### src/rtl/jstk_poll_ctrl.sv
`default_nettype none
// ============================================================================
// Module   : jstk_poll_ctrl
// Purpose  : Periodic PmodJSTK poller; runs a 5-byte SPI exchange per tick
//            through a byte-level SPI engine and publishes X/Y/BTN.
// Revision : 1.0 - initial release
// ============================================================================
module jstk_poll_ctrl #(
    parameter int TICK_MAX = 4999999,
    parameter int SS_SETUP = 1499,
    parameter int BYTE_GAP = 999
) (
    input  logic       CLK,
    input  logic       RST,
    input  logic       EN,
    input  logic [1:0] LED,
    output logic       SPI_START,
    output logic [7:0] SPI_TXD,
    input  logic       SPI_DONE,
    input  logic [7:0] SPI_RXD,
    output logic       SS,
    output logic [9:0] X,
    output logic [9:0] Y,
    output logic [2:0] BTN,
    output logic       VALID,
    output logic       BUSY
);

    localparam int CW      = (TICK_MAX > 0) ? $clog2(TICK_MAX + 1) : 1;
    localparam int DLY_MAX = (SS_SETUP > BYTE_GAP) ? SS_SETUP : BYTE_GAP;
    localparam int DW      = (DLY_MAX > 0) ? $clog2(DLY_MAX + 1) : 1;

    localparam logic [CW-1:0] C_TICK_MAX = CW'(TICK_MAX);
    localparam logic [DW-1:0] C_SS_SETUP = DW'(SS_SETUP);
    localparam logic [DW-1:0] C_BYTE_GAP = DW'(BYTE_GAP);
    localparam logic [2:0]    C_LAST_IDX = 3'd4;

    typedef enum logic [2:0] {
        S_IDLE  = 3'd0,
        S_SETUP = 3'd1,
        S_XFER  = 3'd2,
        S_WAIT  = 3'd3,
        S_GAP   = 3'd4
    } state_t;

    state_t          state_q, state_d;
    logic [CW-1:0]   cnt_q, cnt_d;
    logic [DW-1:0]   dly_q, dly_d;
    logic [2:0]      idx_q, idx_d;
    logic [1:0]      led_q, led_d;
    logic            ss_q, ss_d;
    logic [7:0]      txd_q, txd_d;
    logic [7:0]      b0_q, b0_d;
    logic [1:0]      b1_q, b1_d;
    logic [7:0]      b2_q, b2_d;
    logic [1:0]      b3_q, b3_d;
    logic [9:0]      x_q, x_d;
    logic [9:0]      y_q, y_d;
    logic [2:0]      btn_q, btn_d;
    logic            valid_q, valid_d;
    logic            tick;

    assign tick = EN && (cnt_q == C_TICK_MAX);

    always_comb begin
        state_d = state_q;
        cnt_d   = '0;
        dly_d   = dly_q;
        idx_d   = idx_q;
        led_d   = led_q;
        ss_d    = ss_q;
        txd_d   = txd_q;
        b0_d    = b0_q;
        b1_d    = b1_q;
        b2_d    = b2_q;
        b3_d    = b3_q;
        x_d     = x_q;
        y_d     = y_q;
        btn_d   = btn_q;
        valid_d = 1'b0;

        if (EN && (cnt_q != C_TICK_MAX)) begin
            cnt_d = cnt_q + 1'b1;
        end

        case (state_q)
            S_IDLE: begin
                if (tick) begin
                    led_d   = LED;
                    ss_d    = 1'b0;
                    idx_d   = '0;
                    dly_d   = '0;
                    state_d = S_SETUP;
                end
            end
            S_SETUP: begin
                if (dly_q == C_SS_SETUP) begin
                    txd_d   = {6'b100000, led_q};
                    state_d = S_XFER;
                end else begin
                    dly_d = dly_q + 1'b1;
                end
            end
            S_XFER: begin
                state_d = S_WAIT;
            end
            S_WAIT: begin
                if (SPI_DONE) begin
                    case (idx_q)
                        3'd0:    b0_d = SPI_RXD;
                        3'd1:    b1_d = SPI_RXD[1:0];
                        3'd2:    b2_d = SPI_RXD;
                        3'd3:    b3_d = SPI_RXD[1:0];
                        default: ;
                    endcase
                    // Final byte: publish all fields together on this edge
                    if (idx_q == C_LAST_IDX) begin
                        x_d     = {b1_q, b0_q};
                        y_d     = {b3_q, b2_q};
                        btn_d   = SPI_RXD[2:0];
                        valid_d = 1'b1;
                        ss_d    = 1'b1;
                        state_d = S_IDLE;
                    end else begin
                        idx_d   = idx_q + 3'd1;
                        dly_d   = '0;
                        state_d = S_GAP;
                    end
                end
            end
            S_GAP: begin
                if (dly_q == C_BYTE_GAP) begin
                    txd_d   = 8'h00;
                    state_d = S_XFER;
                end else begin
                    dly_d = dly_q + 1'b1;
                end
            end
            default: begin
                state_d = S_IDLE;
            end
        endcase
    end

    always_ff @(posedge CLK or negedge RST) begin
        if (!RST) begin
            state_q <= S_IDLE;
            cnt_q   <= '0;
            dly_q   <= '0;
            idx_q   <= '0;
            led_q   <= '0;
            ss_q    <= 1'b1;
            txd_q   <= '0;
            b0_q    <= '0;
            b1_q    <= '0;
            b2_q    <= '0;
            b3_q    <= '0;
            x_q     <= '0;
            y_q     <= '0;
            btn_q   <= '0;
            valid_q <= 1'b0;
        end else begin
            state_q <= state_d;
            cnt_q   <= cnt_d;
            dly_q   <= dly_d;
            idx_q   <= idx_d;
            led_q   <= led_d;
            ss_q    <= ss_d;
            txd_q   <= txd_d;
            b0_q    <= b0_d;
            b1_q    <= b1_d;
            b2_q    <= b2_d;
            b3_q    <= b3_d;
            x_q     <= x_d;
            y_q     <= y_d;
            btn_q   <= btn_d;
            valid_q <= valid_d;
        end
    end

    assign SPI_START = (state_q == S_XFER);
    assign SPI_TXD   = txd_q;
    assign SS        = ss_q;
    assign X         = x_q;
    assign Y         = y_q;
    assign BTN       = btn_q;
    assign VALID     = valid_q;
    assign BUSY      = (state_q != S_IDLE);

endmodule
`default_nettype wire

### config.mk
export PLATFORM = sky130hd
export DESIGN_NAME = jstk_poll_ctrl
export DESIGN_NICKNAME = d
export VERILOG_FILES = /design/src/rtl/jstk_poll_ctrl.sv
export SDC_FILE = /design/constraint.sdc
export NUM_CORES = 1
export LEC_CHECK = 0
export CAP_MARGIN = 20
export CORE_UTILIZATION = 55
export DETAILED_ROUTE_END_ITERATION = 8
export PLACE_DENSITY = 0.83
export SETUP_SLACK_MARGIN = 0.2
export SLEW_MARGIN = 40
export SYNTH_ARGS = -nofsm -noshare
export SYNTH_HDL_FRONTEND = slang
export SYNTH_SLANG_ARGS = --single-unit
### constraint.sdc
create_clock -name CLK -period 2.9 [get_ports CLK]
set_input_delay 0.435 -clock CLK [delete_from_list [all_inputs] [get_ports CLK]]
set_output_delay 0.435 -clock CLK [all_outputs]
set_load 0.02 [all_outputs]
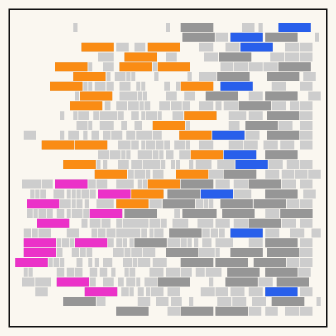
*Where the registers sit*
Other sequential cells in the stronger grey, the rest of the logic in the fainter grey.
- orange: `cnt_q` (sequential cells 23)
- blue: `X` (sequential cells 10)
- magenta: `dly_q` (sequential cells 11; where bottom left)
- not coloured: 46
Post-Route Utilization: 0.689
Reg area: 2250 µm²
sequential portion of the cell area: 0.471

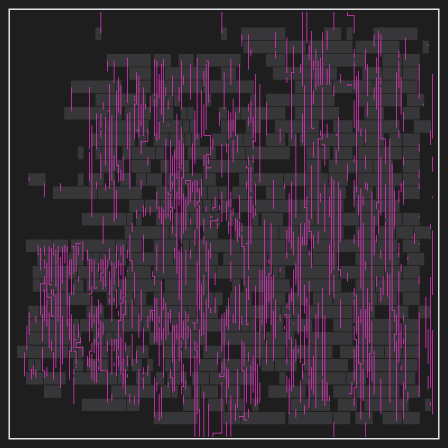
*Metal 2*
Cells faint in the background.
- share of all routed wire: 50%
- main direction: vertical
- wire length on this layer: 3740 µm
- longest straight run: 35.2 µm
- nets with wire on the layer: 381
final WL: 7510 µm
M2 GR Usage: 0.362

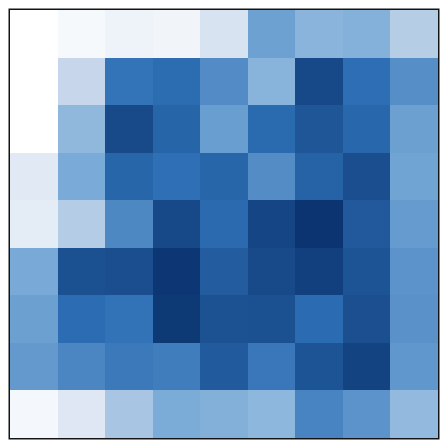
*Local utilization*
The die is cut into 9 by 9 equal tiles; white is low, dark blue is high, 0 to 100% covered.
- fullest tile: 98%
- emptiest ninth of the die: top left
- nearly empty tiles: 3.7%
- mean over tiles: 61%
- tiles over 75% full: 40%
fp util: 0.584
core region area: 6940 µm²

==> stage by stage <==
stage               area [µm²]   util
detailed placement        4570  0.658
CTS                       4760  0.685
floorplan                 4070      -
finish                    4790  0.689
global placement          4570  0.658
global route              4790  0.689
==> registers in the layout, indices dropped and copies added (netlist names), 3 cells and up <==
signal,cells
BTN,3
SPI_TXD,3
X,10
Y,10
b0_q,8
b2_q,8
cnt_q,23
dly_q,11
idx_q,3
state_q,3
==> final cells by class <==
type	count	area (µm²)
well taps	96	120
clock inverters	6	50.0
fillers	481	2160
inverters	11	41.3
repair buffers	50	493
clock buffers	10	138
multi-input cells	234	1690
flip-flops and latches	90	2250
==> repair_timing <==
item | 4_1_cts | 5_1_grt
buffers inserted | 0 | 1
resized | 0 | 2
endpoints found under the setup margin | 0 | 13
==> path summary, 6_finish.rpt <==
| path | startpoint | end | slack [ns] | depth (start not counted) |
|---|---|---|---|---|
| max in group asynchronous | RST | Y[4]$_DFFE_PN0P_ | 2.12 | 2 |
| hold reg to reg | cnt_q[0]$_DFF_PN0_ | cnt_q[0]$_DFF_PN0_ | 0.50 | 1 |
| hold / removal | RST | b2_q[0]$_DFFE_PN0P_ | 0.06 | 1 |
| min in group CLK | cnt_q[0]$_DFF_PN0_ | cnt_q[0]$_DFF_PN0_ | 0.50 | 1 |
| setup / recovery | cnt_q[15]$_DFF_PN0_ | led_q[1]$_DFFE_PN0P_ | 0.32 | 5 |
| setup reg to reg | cnt_q[15]$_DFF_PN0_ | led_q[1]$_DFFE_PN0P_ | 0.32 | 5 |
==> where the power goes <==
group	total [mW]	switching, mW	internal, mW	leakage [nW]
clock network	0.796	0.451	0.345	0.0948
logic	0.0719	0.0468	0.0251	0.890
registers	1.26	0.00519	1.26	1.20
==> impl_metrics.toml <==
# synthesis and place-and-route metrics
[critical_path]
cp.arrival_ns = 2.83
path_class = "register to register"
cp-start-kind = "register"
crit_path_end_kind = "register"
critPathMaxFanout = 6
required_ns = 3.14
crit_chain = "or4b_1 > or4_1 > or4_4 > nor2_4 > mux2_2"
slowest_delay_ns = 0.60
critical-path-top-delay-family = "simple AND/OR/NAND/NOR gates"

[timing]
layout_setup_ws_ns = 0.318
period_used_share = 0.890
rsz0062_at_grt = "no"
fin_hold_ws_ns = 0.0590
worstMarginPinSlew_ns = 0.804
tns_ns = 0
fin_skew_ns = 0.0122
hold_viol_final = 0
max-slew-margin-rel = 0.459
fmax_ghz = 0.387
drv_slew = 0

[route]
wirelength_met1_um = 3470
ant_nets = 0
post_drt_wl_per_cell_um = 15.1
dr_wl_met3_um = 230
vias_per_cell = 5.51
drc = 0
drt_iter0_drc = 117
top_layer_used = "met4"
wl_met2_um = 3740
drtPass1Iterations = 4

[logic_synthesis]
synth_area_per_cell_um2 = 11.6
yosysCellCount = 350
ys_ff = 90
postSynthSeqShare = 0.556
ys_async_sr_fraction = 1.00
synth_warnings = 0
ys_top_cells_by_count = "dfrtp_1, mux2_2, nor2_1"
xor_share = 0.0497
edf_count = 0
synthTopCellsByArea = "dfrtp_1, mux2_2, nor2_1"
yosysTopAreaCell = "dfrtp_1"
flop_cell = "dfrtp_1"
synthTopLogicFamily = "simple AND/OR/NAND/NOR gates"
synth_cell_types = 46
fa_ha_area_frac = 0.0216
synthDominantCellAreaShare = 0.550
most_common_cell = "dfrtp_1"
syn_inst = 350
simple_gate_area_frac = 0.145
synth_area_um2 = 4050

[global_routing]
grt_pass1_vias = 2681
met1_usage = 0.291
grt.busiest_layer = "met2"
grt_max_degree = 45
grt_usage = 0.216
grt_antenna_before_repair = 0
grt_pass1_wl_um = 12700
use_met3 = 0.0349

[power_and_ir_drop]
power_mw = 2.13
power_leakage_nw = 2.18
power_density_nw_per_um2 = 446
max-vdd-ir-drop_v = 0.000219

[floorplan]
io-pin-count = 49
chip_area_um2 = 7720
die_w_um = 87.8
die_h_um = 87.8

[cts]
cts-buffers-inserted = 9
h-tree-depth = 3
clkTransAtPathRegs_ns = 0.09
insertion_delay_ns = 0.35
clock_path_buffers = 2
cts_tree = "yes"
cts_hold_buf = 0
clock_sinks = 90

[final_layout]
final_nets = 417
layout_top_cell = "dfrtp_1"
drive_gt1_frac = 0.195
n_antenna_cell = 0
mostFrequentLayoutCells = "dfrtp_1, mux2_2, clkdlybuf4s50_1"
area_delta_synth_final_pct = 18.1

[worst_hold_path]
hold_class = "primary input to async pin"

[place]
place_inst = 480
dp_hpwl_um = 5340
gp_congestion = 0.805
portBuffers = 43
dp_slack_ns = 0.246

[job]
drv_cap = 0

[status]
outcome = "completed"
Power is estimated from default activity; no workload was simulated.
